**src/rtl/alu_4bit.sv**
```systemverilog
`default_nettype none
// ============================================================================
// alu_4bit : registered D = A + Y + Cin, Y selected from {B, ~B, 0, ones}
// Rev 1.0
// ============================================================================
module alu_4bit #(
  parameter int WIDTH = 4
) (
  input  logic             clk,
  input  logic             rst_n,
  input  logic [WIDTH-1:0] A,
  input  logic [WIDTH-1:0] B,
  input  logic [1:0]       sel,
  input  logic             Cin,
  input  logic             in_valid,
  output logic [WIDTH-1:0] D,
  output logic             Cout,
  output logic             zero,
  output logic             ovf,
  output logic             out_valid
);

  localparam logic [1:0] c_sel_b    = 2'b00;
  localparam logic [1:0] c_sel_nb   = 2'b01;
  localparam logic [1:0] c_sel_zero = 2'b10;

  logic [WIDTH-1:0] w_y;
  logic [WIDTH:0]   w_sum;
  logic             w_ovf;
  logic             w_zero;

  logic [WIDTH-1:0] r_d;
  logic             r_cout;
  logic             r_zero;
  logic             r_ovf;
  logic             r_valid;

  always_comb begin
    w_y = {WIDTH{1'b1}};
    case (sel)
      c_sel_b:    w_y = B;
      c_sel_nb:   w_y = ~B;
      c_sel_zero: w_y = '0;
      default:    w_y = {WIDTH{1'b1}};
    endcase
  end

  // Extend to WIDTH+1 bits so the top bit is the carry out of the MSB.
  assign w_sum  = {1'b0, A} + {1'b0, w_y} + {{WIDTH{1'b0}}, Cin};
  assign w_ovf  = (A[WIDTH-1] == w_y[WIDTH-1]) && (w_sum[WIDTH-1] != A[WIDTH-1]);
  assign w_zero = (w_sum[WIDTH-1:0] == '0);

  always_ff @(posedge clk or negedge rst_n) begin
    if (!rst_n) begin
      r_d     <= '0;
      r_cout  <= 1'b0;
      r_zero  <= 1'b0;
      r_ovf   <= 1'b0;
      r_valid <= 1'b0;
    end else begin
      r_valid <= in_valid;
      if (in_valid) begin
        r_d    <= w_sum[WIDTH-1:0];
        r_cout <= w_sum[WIDTH];
        r_zero <= w_zero;
        r_ovf  <= w_ovf;
      end
    end
  end

  assign D         = r_d;
  assign Cout      = r_cout;
  assign zero      = r_zero;
  assign ovf       = r_ovf;
  assign out_valid = r_valid;

endmodule
`default_nettype wire

```
**config.mk**
```make
export PLATFORM = sky130hd
export DESIGN_NAME = alu_4bit
export DESIGN_NICKNAME = d
export VERILOG_FILES = /design/src/rtl/alu_4bit.sv
export SDC_FILE = /design/constraint.sdc
export NUM_CORES = 1
export LEC_CHECK = 0
export CORE_MARGIN = 8
export CORE_UTILIZATION = 37
export CTS_CLUSTER_DIAMETER = 30
export DETAILED_ROUTE_END_ITERATION = 8
export PLACE_DENSITY = 0.75
export SYNTH_ARGS = -nofsm -noshare
export SYNTH_HDL_FRONTEND = slang
export SYNTH_SLANG_ARGS = --single-unit
```
**constraint.sdc**
```tcl
create_clock -name clk -period 1.2 [get_ports clk]
set_input_delay 0.12 -clock clk [delete_from_list [all_inputs] [get_ports clk]]
set_output_delay 0.12 -clock clk [all_outputs]
set_load 0.05 [all_outputs]
```
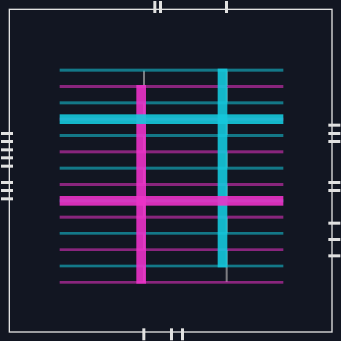
run_1/power_grid.png
Drawn at 6 px/um. Pins as bars on the die edge. Tap cells in gray.
| net | color |
|---|---|
| VDD | cyan |
| VSS | magenta |
met5 straps: 2
tap cells: 15

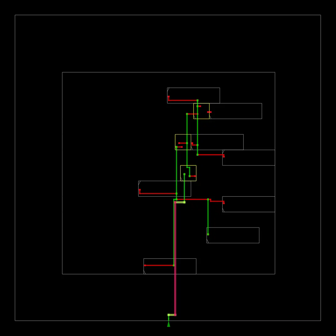
run_1/clocks.png
Clk power: 203 uW
CTS Sinks: 8

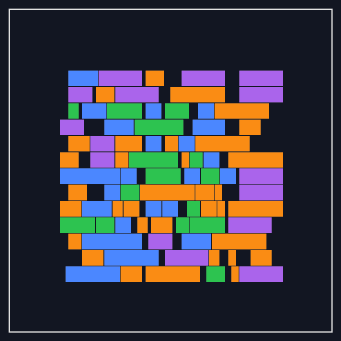
run_1/sizes.png
Drawn at 6 px/um.
| size | color | cells | share | most used |
|---|---|---|---|---|
| _2 cells | green | 15 | 17% | xnor2_2 |
| _0 and _1 cells | orange | 34 | 40% | dfrtp_1 |
| _6 and larger | purple | 15 | 17% | buf_12 |
| _3 and _4 cells | blue | 22 | 26% | buf_4 |

==> flow_metrics.env, run 1 <==
# source this file to load flow results
export IMPL_outcome="finished, violations left"
export IMPL_violations="setup timing"
export IMPL_top_logic_kind="simple AND/OR/NAND/NOR gates"
export IMPL_drc_errors=0
export IMPL_cp_arrival_ns=1.71
export IMPL_numPortBuffers=21
export IMPL_synth_most_common_cell="dfrtp_1"
export IMPL_ys_ff=8
export IMPL_track_usage=0.106
export IMPL_drtPass1Iterations=4
export IMPL_top_cell_area_share=0.384
export IMPL_placed_cell_area_um2=923
export IMPL_max_cap_viol_count=0
export IMPL_ff2ff_setup_slack_ns=0.41
export IMPL_yosys_area_share_simple=0.170
export IMPL_drtIter0Drc=5
export IMPL_edf_count=0
export IMPL_area_growth_syn_to_layout_pct=116
export IMPL_fin_ws_ns=-0.339
export IMPL_row_count=13
export IMPL_place_inst=93
export IMPL_antenna_found_initial=0
export IMPL_die_area_um2=2870
export IMPL_cp_depth=8
export IMPL_yosysChipArea_um2=522
export IMPL_fillCellCount=66
export IMPL_required_ns=1.37
export IMPL_ioPinCount=22
export IMPL_xor_area_frac=0.0839
export IMPL_cts_buffers=3
export IMPL_setup_viol=6
export IMPL_ys_cells=50
export IMPL_p_seq_uw=381
export IMPL_yosysWarningCount=0
export IMPL_nets=107
export IMPL_die_h_um=53.6
export IMPL_antenna_left=0
export IMPL_vias=537
export IMPL_cts_buffer_depth=2
export IMPL_r2r_start="D[1]$_DFFE_PN0P_"
export IMPL_start_kind="primary input"
## run 1: per-stage QoR
step,total power (uW),utilization
after floorplan,737,-
after global placement,1100,0.701
after detailed placement,1110,0.701
after CTS,1370,0.765
after global routing,1510,0.855
final,1440,0.855
## run 1: area by class of cell
cell class                 count  area, um2  area share
inverter                       1       3.75     0.00333
multi-input combinational     39        457       0.406
tap                           15       18.8      0.0167
clock buffer                   3       22.5      0.0200
sequential                     8        200       0.178
timing repair buffer          35        424       0.377
## run 1: registers in the layout (all words and copies together), names as in the netlist
signal / flops
Cout: 1
D: 4
out_valid: 1
ovf: 1
zero: 1
## run 1: per-layer routing
metal	vias to the layer above	global-route usage	routed length, um
met5	-	0	0
met4	0	0.0630	19
met3	2	0.0248	112
met2	20	0.188	819
met1	265	0.112	597
li1	250	-	-
==> inputs of run 2 (changes only) <==
GPL_ROUTABILITY_DRIVEN = 0   (was default)
SKIP_CTS_REPAIR_TIMING = 1   (was default)
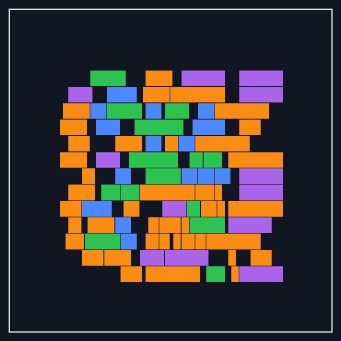
run_2/sizes.png
Drawn at 6 px/um.
| size | color | cells | share | most used |
|---|---|---|---|---|
| _6 and larger | purple | 12 | 14% | buf_12 |
| _2 cells | green | 14 | 17% | xnor2_2 |
| _3 and _4 cells | blue | 15 | 18% | buf_4 |
| _0 and _1 cells | orange | 42 | 51% | dfrtp_1 |

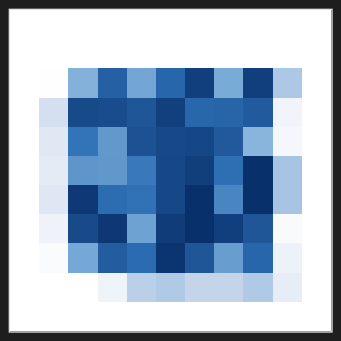
run_2/cell_density.png
Drawn at 6 px/um. 11 x 11 tiles, from white (low) to dark blue (high), 0 to 100% covered.
nearly empty tiles: 43%
mean over tiles: 35%
densest ninth of the die: center

==> flow_metrics.env, run 2 <==
# source this file to load flow results
export IMPL_use_met1=0.110
export IMPL_grt_util_met3=0.0248
export IMPL_setup_viol=6
export IMPL_xor_area_frac=0.0839
export IMPL_wl_met1_um=527
export IMPL_drtIter0Drc=3
export IMPL_cp_arrival_ns=1.75
export IMPL_violations="setup timing"
export IMPL_clk_power_uw=202
export IMPL_edf_count=0
export IMPL_cts_sinks=8
export IMPL_outcome="finished, violations left"
export IMPL_max_cap_viol_count=0
export IMPL_yosysWarningCount=0
export IMPL_yosys_area_share_simple=0.170
export IMPL_placed_cell_area_um2=923
export IMPL_ioPinCount=22
export IMPL_wl_met3_um=124
export IMPL_fin_ws_ns=-0.412
export IMPL_ff2ff_setup_slack_ns=0.40
export IMPL_route_met2_wl_um=695
export IMPL_top_cell_area_share=0.384
export IMPL_final_core_util=0.782
## run 2: cell families after synthesis
| logic type | after synthesis |
|---|---|
| and+or+nand+nor | 16 |
| AOI/OAI and AO/OA | 11 |
| DFF | 8 |
| xor gates and xnor gates | 5 |
| adders and majority gates | 5 |
| buffers and inverters | 3 |
| muxes | 2 |
## run 2: critical path, delay by kind of cell
kind,cells,cell delay (ns)
and+or+nand+nor,2,0.48
adders and majority gates,1,0.33
xor gates and xnor gates,1,0.13
buffers and inverters,2,0.19
AOI/OAI and AO/OA,2,0.49
## run 2: layout make-up
type                       instances  share of cell area
inverter                           1             0.00365
sequential                         8               0.194
clock buffer                       3              0.0219
multi-input combinational         39               0.373
timing repair buffer              32               0.389
tap                               15              0.0182
Power is estimated from default activity; no workload was simulated.
